Figure 1. The metal 2 layer.
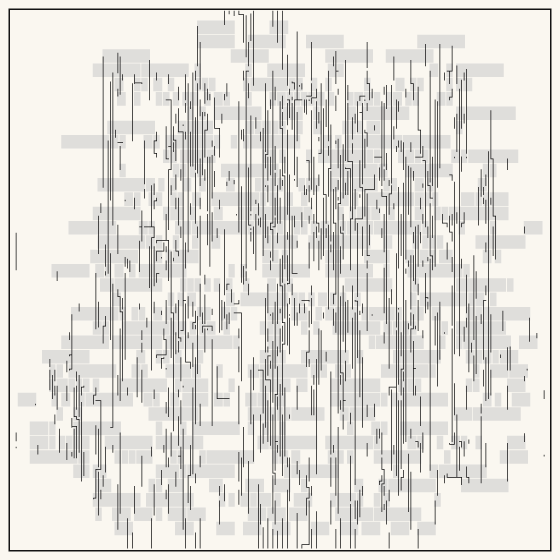
Figure 2. Cell classes on the final placement.
Fill, decap, tap and diode cells in gray.
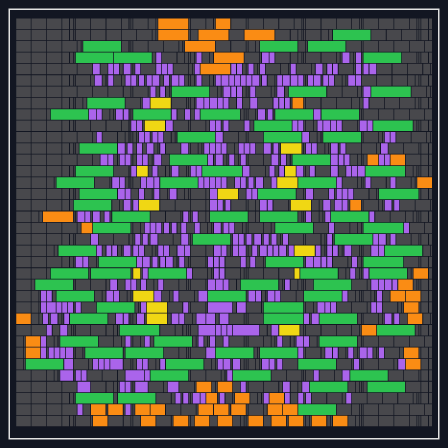
Figure 3. Met3 routing.
Scale bar: 20 um.
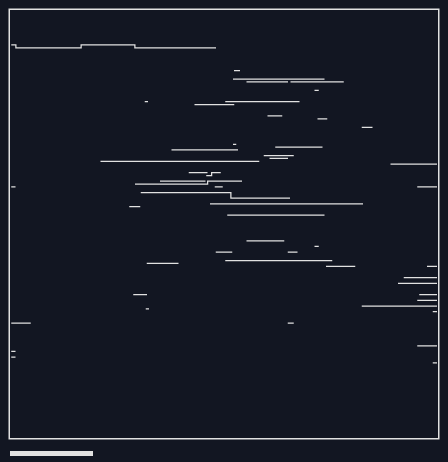
Figure 4. Nets reached from selected ports.
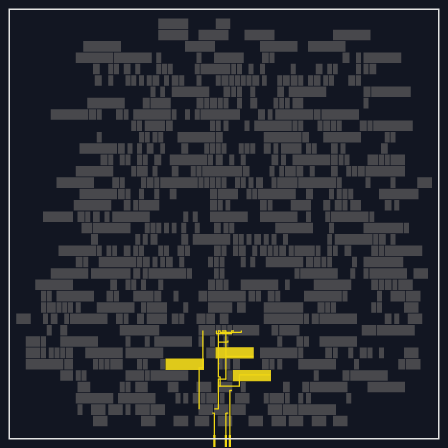
### config.mk
export PLATFORM = sky130hd
export DESIGN_NAME = wb_regfile
export DESIGN_NICKNAME = d
export VERILOG_FILES = /design/src/rtl/wb_regfile.sv
export SDC_FILE = /design/constraint.sdc
export NUM_CORES = 1
export LEC_CHECK = 0
export ABC_AREA = 1
export CORE_UTILIZATION = 40
export CTS_CLUSTER_SIZE = 14
export DETAILED_ROUTE_END_ITERATION = 6
export SYNTH_ARGS = -nofsm -noshare
export SYNTH_HDL_FRONTEND = slang
export SYNTH_SLANG_ARGS = --single-unit
### constraint.sdc
create_clock -name clk -period 3.6 [get_ports clk]
set_input_delay 0.54 -clock clk [delete_from_list [all_inputs] [get_ports clk]]
set_output_delay 0.54 -clock clk [all_outputs]
set_load 0.1 [all_outputs]
### src/rtl/wb_regfile.sv
`default_nettype none
// ============================================================================
// Module   : wb_regfile
// Purpose  : EX/WB pipeline register and 8-entry register file for the 8-bit
//            pipelined processor. Latches the ALU result and destination,
//            commits it to the register file one cycle later, drives the
//            EX-stage forwarding triplet and serves the decode read port.
// Ports    : clk          - system clock, rising edge
//            reset        - asynchronous, active-high reset
//            Ans          - ALU result from EX
//            RD_EX        - destination register of the EX instruction
//            Reg_Write_EX - EX instruction writes a register
//            Hold         - stall, freezes the EX/WB register
//            Flush        - replaces the incoming EX entry with a bubble
//            RS           - decode-stage read address
//            Read_Data    - register file contents at RS
//            Write_Data   - WB-stage data (forwarding and commit)
//            RD           - WB-stage destination register
//            Reg_Write    - WB-stage write enable
//            Write_Count  - committed register writes, wraps modulo 256
// Options  : WB_WRITE_THROUGH_EN - when defined, Read_Data bypasses the
//            in-flight WB write if RS matches RD and Reg_Write is set.
// Revision : 1.0 - initial release
// ============================================================================
module wb_regfile #(
    parameter int DATA_W   = 8,
    parameter int ADDR_W   = 3,
    parameter int NUM_REGS = 8   // must equal 2**ADDR_W
) (
    input  logic              clk,
    input  logic              reset,
    input  logic [DATA_W-1:0] Ans,
    input  logic [ADDR_W-1:0] RD_EX,
    input  logic              Reg_Write_EX,
    input  logic              Hold,
    input  logic              Flush,
    input  logic [ADDR_W-1:0] RS,
    output logic [DATA_W-1:0] Read_Data,
    output logic [DATA_W-1:0] Write_Data,
    output logic [ADDR_W-1:0] RD,
    output logic              Reg_Write,
    output logic [7:0]        Write_Count
);

    logic [DATA_W-1:0] r_wb_data;
    logic [ADDR_W-1:0] r_wb_rd;
    logic              r_wb_we;
    logic [7:0]        r_write_count;
    logic [DATA_W-1:0] r_regs [NUM_REGS];
    logic [DATA_W-1:0] w_read_data;

    // EX/WB pipeline register. Flush only clears the write enable so the
    // forwarding data/address stay stable; it takes priority over Hold.
    always_ff @(posedge clk or posedge reset) begin
        if (reset) begin
            r_wb_data <= '0;
            r_wb_rd   <= '0;
            r_wb_we   <= 1'b0;
        end else if (Flush) begin
            r_wb_we   <= 1'b0;
        end else if (!Hold) begin
            r_wb_data <= Ans;
            r_wb_rd   <= RD_EX;
            r_wb_we   <= Reg_Write_EX;
        end
    end

    // Commit stage. The entry sitting in WB is written every edge it is
    // valid, independent of Hold/Flush, so a held entry rewrites itself and
    // bumps the counter each held cycle.
    always_ff @(posedge clk or posedge reset) begin
        if (reset) begin
            r_write_count <= 8'd0;
            for (int i = 0; i < NUM_REGS; i++) begin
                r_regs[i] <= DATA_W'(i);
            end
        end else if (r_wb_we) begin
            r_regs[r_wb_rd] <= r_wb_data;
            r_write_count   <= r_write_count + 8'd1;
        end
    end

`ifdef WB_WRITE_THROUGH_EN
    // Decode-stage bypass of the in-flight WB write.
    always_comb begin
        w_read_data = r_regs[RS];
        if (r_wb_we && (RS == r_wb_rd)) begin
            w_read_data = r_wb_data;
        end
    end
`else
    // Plain read; the RS==RD hazard is resolved by the ALU forwarding path.
    always_comb begin
        w_read_data = r_regs[RS];
    end
`endif

    assign Read_Data   = w_read_data;
    assign Write_Data  = r_wb_data;
    assign RD          = r_wb_rd;
    assign Reg_Write   = r_wb_we;
    assign Write_Count = r_write_count;

endmodule
`default_nettype wire

==> impl_metrics.py <==
# Synthesis and PnR figures
metrics = {
    "global_routing": {
        "antenna_found_initial": 0,
        "grt_pass1_wl_um": 16460,
        "grt_max_degree": 45,
    },
    "yosys": {
        "yosys.area_share.xor_xnor_pct": 0.8661,
        "synth_flops": 84,
        "syn_inst": 526,
        "syn_area_um2": 4045,
        "yosys_area_um2": 4045,
        "simple_gate_area_share_pct": 25.61,
    },
    "timing": {
        "period_used_pct": 81.95,
        "hold_viol": 0,
        "slew_viol_final": 0,
        "setup_viol": 0,
        "worst_pin_slew_ns": 1.012,
        "hold_ws_ns": 0.4778,
    },
    "placed_design": {
        "finalWeightedCongestion": 0.8277,
        "dp_hpwl_um": 6891,
    },
    "die": {
        "die_area_um2": 10520,
    },
    "min_path": {
        "hold_depth": 2,
    },
    "clock_tree": {
        "cts_tree": "built",
        "cts_resized": 0,
        "cts_sinks": 84,
        "cts_setup_buffers": 0,
        "cts_made_buffers": 9,
    },
    "route": {
        "wl_per_cell_um": 13.94,
        "first_pass_iters": 6,
    },
    "flow_run": {
        "warnings": 26,
    },
    "power": {
        "p_comb_share_pct": 38.2,
        "swShare_pct": 41.91,
        "seq_power_share_pct": 42.9,
        "peakVddDrop_mv": 0.4103,
    },
    "final_layout": {
        "final_layout_top_logic_cells": "nand2_1 (197), inv_1 (86), dfrtp_1 (72)",
        "fillerInstances": 968,
    },
    "critical_path": {
        "crit_required_ns": 3.06,
        "worst_setup_path_end_kind": "primary output",
        "rr_worst_depth": 4,
    },
    "status": {
        "status": "completed",
    },
}
## Picture notes: Figure 1
- wire length on this layer: 4580 um
- longest straight run: 50.7 um
- share of all routed wire: 47%
- main direction: vertical

## Picture notes: Figure 2
- clock drivers and dummy loads: yellow (cells 16; share of their area 4.0%)
- flip-flops: green (cells 84; share of their area 45%)
- other buffers and delay cells: orange (cells 51; share of their area 12%)
- all other logic: purple (cells 421; share of their area 39%)

## Picture notes: Figure 3
- wire length on this layer: 482 um
- main direction: horizontal
- nets with wire on the layer: 39
- longest straight run: 37.7 um
met3 Use GR: 2.576%
vias: 3380
Total Wirelength: 9825 um

## Picture notes: Figure 4
- `RD`: yellow (bits 3; direction output; end cells 3; wire 116 um)

-- power groups by stage --
stage / Combinational [mW] / Clock (mW) / Sequential, mW
finish: 1.30 / 0.644 / 1.46
global route: 1.43 / 0.693 / 1.50
CTS: 1.31 / 0.655 / 1.46
detailed placement: 1.30 / 0 / 1.47
global placement: 1.29 / 0 / 1.47
floorplan: 0.648 / 0 / 1.75
-- metal layers --
layer,vias up,GRT usage (%),part of all wire (%)
met5,-,0,0
met4,0,7.143,2.1
met3,15,2.576,4.9
met2,84,32.31,47
met1,1603,29.79,46
li1,1678,-,-
-- worst max-delay path, cell delays in order --
cell and delay [ns]:
clkdlybuf4s50_1 0.42, inv_1 0.74, nand2_1 0.13, nand3_1 0.15
nand2_1 0.08, nand2_1 0.07, nand2_1 0.09, buf_12 0.18
-- registers in the layout (all words and copies together) (netlist names) --
| register | flops |
|---|---|
| r_regs | 64 |
| RD | 3 |
| Write_Data | 8 |
| Reg_Write | 1 |
| Write_Count | 8 |
-- through the flow --
step           std cells  total power, mW
4_1_cts              705            3.420
6_report             705            3.403
3_5_place_dp         689            2.777
5_1_grt              705            3.628
3_3_place_gp         689            2.754
2_1_floorplan        526            2.396
-- area by class of cell --
| class | instances | area, um2 | share of cell area (%) |
|---|---|---|---|
| repair buffers | 51 | 578.1 | 11.90 |
| flip-flops and latches | 84 | 2117 | 43.60 |
| inverters | 90 | 339.1 | 6.983 |
| clock inverters | 3 | 20.02 | 0.4123 |
| well taps | 133 | 166.4 | 3.427 |
| clock buffers | 13 | 168.9 | 3.478 |
| multi-input cells | 331 | 1466 | 30.20 |
-- worst paths after layout --
check | slack, ns | end | startpoint
max | 0.65 | Read_Data[5] | RS[0]
max reg2reg | 2.21 | r_regs[1] | RD[1]
min in group asynchronous | 0.61 | Write_Data[1] | reset
max in group asynchronous | 2.11 | r_regs[48] | reset
min | 0.48 | r_regs[18] | r_regs[18]
min reg2reg | 0.48 | r_regs[18] | r_regs[18]
-- cell families after synthesis --
group | count (synthesis)
AND-OR/OR-AND | 76
XOR/XNOR | 4
adder cells (fa/ha/maj) | 1
buffers and inverters | 111
flip-flops | 84
AND/OR/NAND/NOR | 250
-- cell usage after synthesis (all sizes together) --
| cell | instances |
|---|---|
| xor2 | 3 |
| buf | 16 |
| inv | 90 |
| nor2 | 8 |
| dfstp | 12 |
| nand3 | 36 |
| a211oi | 1 |
| ha | 1 |
| o21ai | 75 |
| nand2 | 203 |
| clkbuf | 5 |
| nor3 | 1 |
| dfrtp | 72 |
| nand4 | 2 |
| xnor2 | 1 |
Power figures rest on the tool's default switching activity, not on a simulated workload.
